run_1/clk_routes.png
Scale bar: 20 µm.
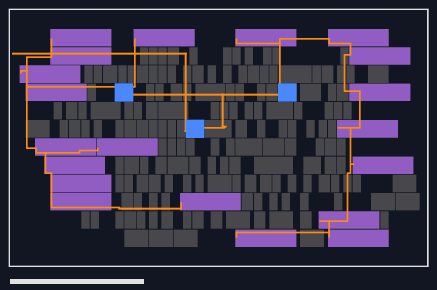
run_1/placement_by_type.png
Scale bar: 20 µm.
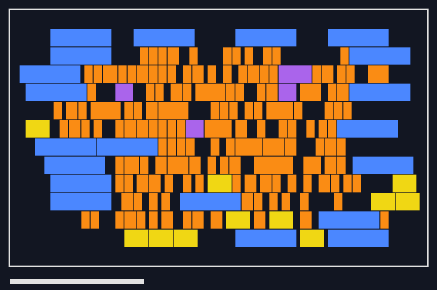
run_1/placement.png
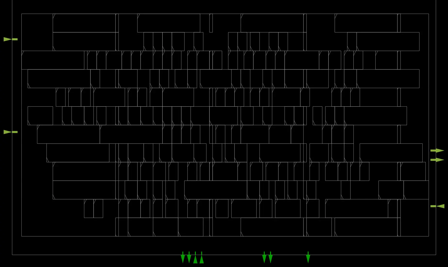
Design function_dispatcher, sky130hd; sources not shown.
==> notes.md, run 1 <==
On the backend side, the flow ran end to end.

The flow ran to the end, and the final reports show no timing, DRC or antenna violations. By area the synthesized netlist is led by sky130_fd_sc_hd__dfrtp_1 (42%), sky130_fd_sc_hd__nand2_1 (22%), sky130_fd_sc_hd__nand3_1 (8.8%). The switching portion of total power comes to 0.500. Per the detail_route log, met2 wirelength is 1.07 mm. The initial antenna violation count is 0. The critical path arrival stands at 1.93 ns. The area recorded from the Yosys report for this design is 0.00120 mm². The met3 wire length stands at 191 µm. The fraction of synthesized cell area taken by the top area cell type stands at 0.418. The routed layout reports a DRC error count of 0. The worst setup path is captured at an output pin. The share of final layout cell area taken by clock buffers and inverters stands at 0.0265. The buffer levels on the longest clock path stands at 2. In the final layout, the multi-input gates occupy 617 µm². The number of library cell types mapped by synthesis stands at 21. The tightest hold path in the finished design has a slack of 0.361 ns. Of the total power, registers draw 0.343. Across all stage logs, warnings added up to 28. For this block, wires on met1 add up to 1.26 mm.

The number of I/O pins stands at 12. The critical path is of the register to output pin type. The quantity of gates resized following cts stands at 0. The routed length per instance stands at 12.1 µm. The via count of the first global-routing pass stands at 997. The width of the chip stands at 62.2 µm. The largest fanout on the critical path stands at 5. In the final report, the number of hold violations comes to 0.

The analysis reports a worst IR drop on VDD of 388 µV. The required time of the critical path stands at 2.88 ns. For reference, the final report shows the max-slew violation count at 0. Total power for the finished layout comes to 1.04 mW. In this design, the largest share of critical-path delay is due to buffers and inverters. The cell sitting at the root of the clock tree is a sky130_fd_sc_hd__clkbuf_4. The number of cells traversed by the worst register-to-register path stands at 8. The total overflow left after global routing is 0. Setup repair after global routing left no endpoint under its margin. TritonCTS built the clock tree. Looking at the post-CTS report, the setup buffer insertion count equals 0. The power report lists the combinational group at 0.551 mW.
-- clk_routes.png (at the start) --
Key: clock drivers = blue [count 3]; clock wires = orange [length 240 µm]; flip-flops = purple [count 20]
There are 4 routed clock nets.
share of power burned in the clock network: 0.127
Fin Clk Skew: 0.00238 ns
power attributed to the clock group: 0.132 mW
worst-skew pair later-pin latency: 0.30 ns

-- placement_by_type.png (at the start) --
Key: combinational and other logic = orange [cells 148, share of their area 52%]; clock drivers and dummy loads = purple [cells 4, share of their area 2.7%]; sequential cells = blue [cells 20, share of their area 38%]; remaining buffers and delay cells = yellow [cells 11, share of their area 8.3%]
Final Core Density: 0.701
core area: 0.00195 mm²
sequential cell area share: 0.366
final design instance area without fill: 0.00137 mm²

-- placement.png (at the start) --
count of sequential standard cells: 20
number of fill cells: 164
post-route non-filler standard cell count: 211
standard-cell row count: 12

run_1/layer_met2.png
Cells faint in the background.
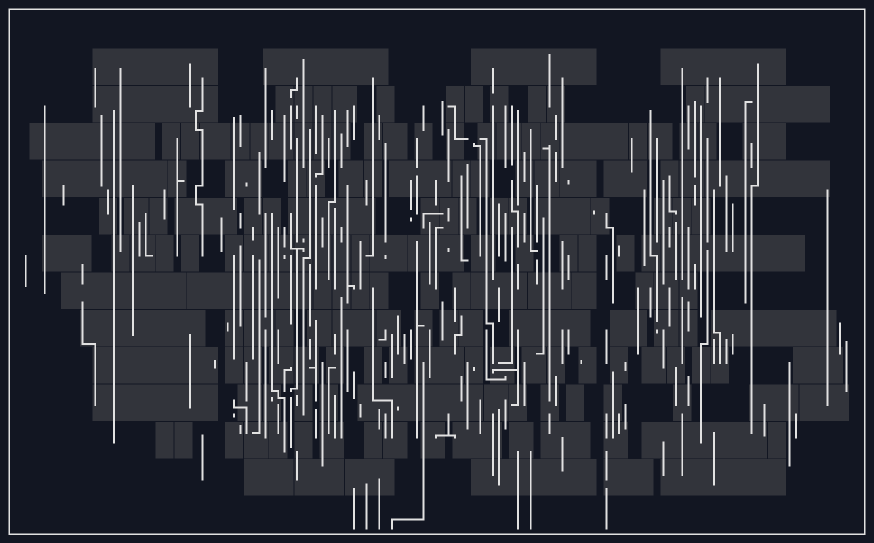

==> run 2: changes to the inputs <==
- clock period: 3.6 -> 2.5 ns (I/O delays scaled with it)
run_2/layer_met2.png
Cells faint in the background.
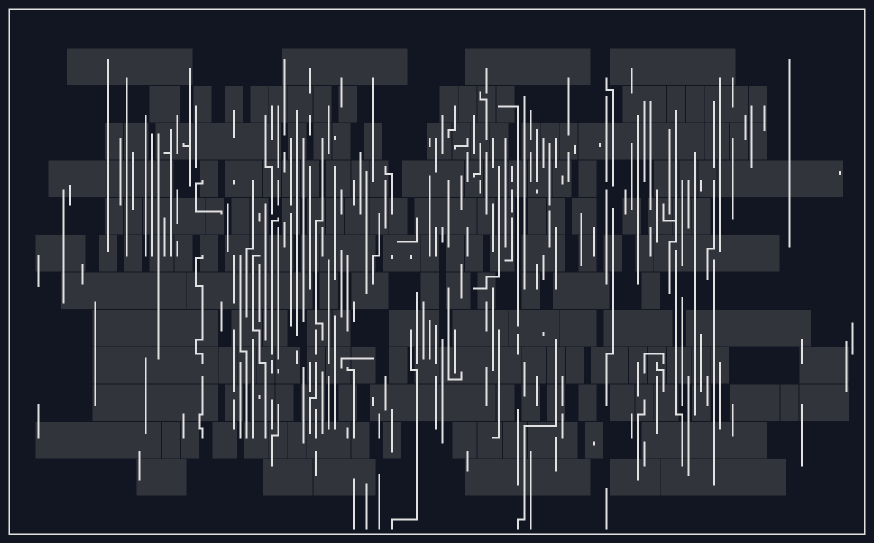
The layer holds 40% of the routed length. The longest straight run is 19.0 µm.
final routed wirelength across all metal layers: 2.58 mm
vias: 1089
global routing met2 resource utilization: 0.398

run_2/clk_routes.png
Scale bar: 20 µm.
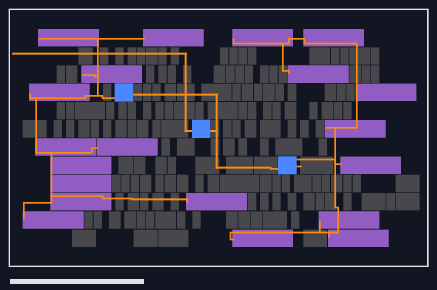
Key: flip-flops = purple [count 20]; clock wires = orange [length 260 µm]; clock drivers = blue [count 3]
Position of the flops: spread over the die.
share of power burned in the clock network: 0.128
worst-skew pair later-pin latency: 0.31 ns
Fin Clk Skew: 0.00146 ns
power attributed to the clock group: 0.193 mW

run_2/logic_types.png
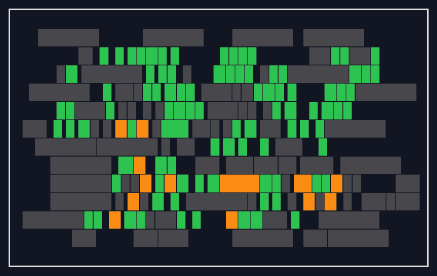
Key: nand cells = green [cells 93, most used nand2_1]; aoi and oai cells = orange [cells 13, most used o21ai_0]
fraction of standard cell area in multi-input logic: 0.447
most common logic cell in the routed design: sky130_fd_sc_hd__nand2_1

==> run 2 against run 1 <==
- core utilization is 0.51 points higher
- sequential power is 44% higher
- power is 46% higher
- clock skew is 0.00092 ns lower
- critical endpoint unchanged
- sequential share of layout area is 0.27 points lower
==> notes.md, run 2 <==
On the backend side, the flow ran end to end.

Result of the run: finished, final reports clean (unchanged). The number of I/O pins stands at 12 (unchanged). The width of the chip was 62.2 µm (unchanged). The proportion of total power due to net switching stands at 0.502 (was 0.500).

The initial antenna violation count came to 0 (unchanged). The share of final layout cell area taken by clock buffers and inverters stands at 0.0263 (was 0.0265). The worst hold slack after final layout came to 0.360 ns (was 0.361 ns).

The met3 wire length stands at 161 µm (was 191 µm). The post-CTS setup buffer count stands at 0 (unchanged). The combinational power stands at 0.809 mW (was 0.551 mW). The design area came to 0.00138 mm² (was 0.00137 mm²). The clock tree from TritonCTS is built (unchanged).

The final global-route overflow total is 0 (unchanged). The portion of total power attributed to sequential cells stands at 0.338 (was 0.343). The path type of the worst setup path was register to output pin (unchanged). The number of fill cells in the layout was 157 (was 164). The routed length per instance stands at 12.2 µm (was 12.1 µm). The total design power came to 1.51 mW (was 1.04 mW). The number of library cell types mapped by synthesis stands at 21 (unchanged). The area reported by Yosys stat was 0.00120 mm² (unchanged). The quantity of gates resized following cts came to 0 (unchanged).

The post-detailed-route DRC marker count is 0 (unchanged). The number of sequential cells in the layout stands at 20 (unchanged). The fraction of synthesized cell area taken by the top area cell type came to 0.418 (unchanged). The family of cells with the greatest summed delay on the critical path was buffers and inverters (unchanged).

The library cell used as clock root buffer is sky130_fd_sc_hd__clkbuf_4 (unchanged). The largest fanout on the critical path came to 5 (unchanged). The amount of wire on met2 after detailed routing was 1.04 mm (was 1.07 mm).

Dominant cells by area after synthesis: sky130_fd_sc_hd__dfrtp_1 (42%), sky130_fd_sc_hd__nand2_1 (22%), sky130_fd_sc_hd__nand3_1 (8.8%) (unchanged). The OpenROAD warning count was 28 (unchanged).
No activity file was given, so power comes from the tool's default toggle rates.
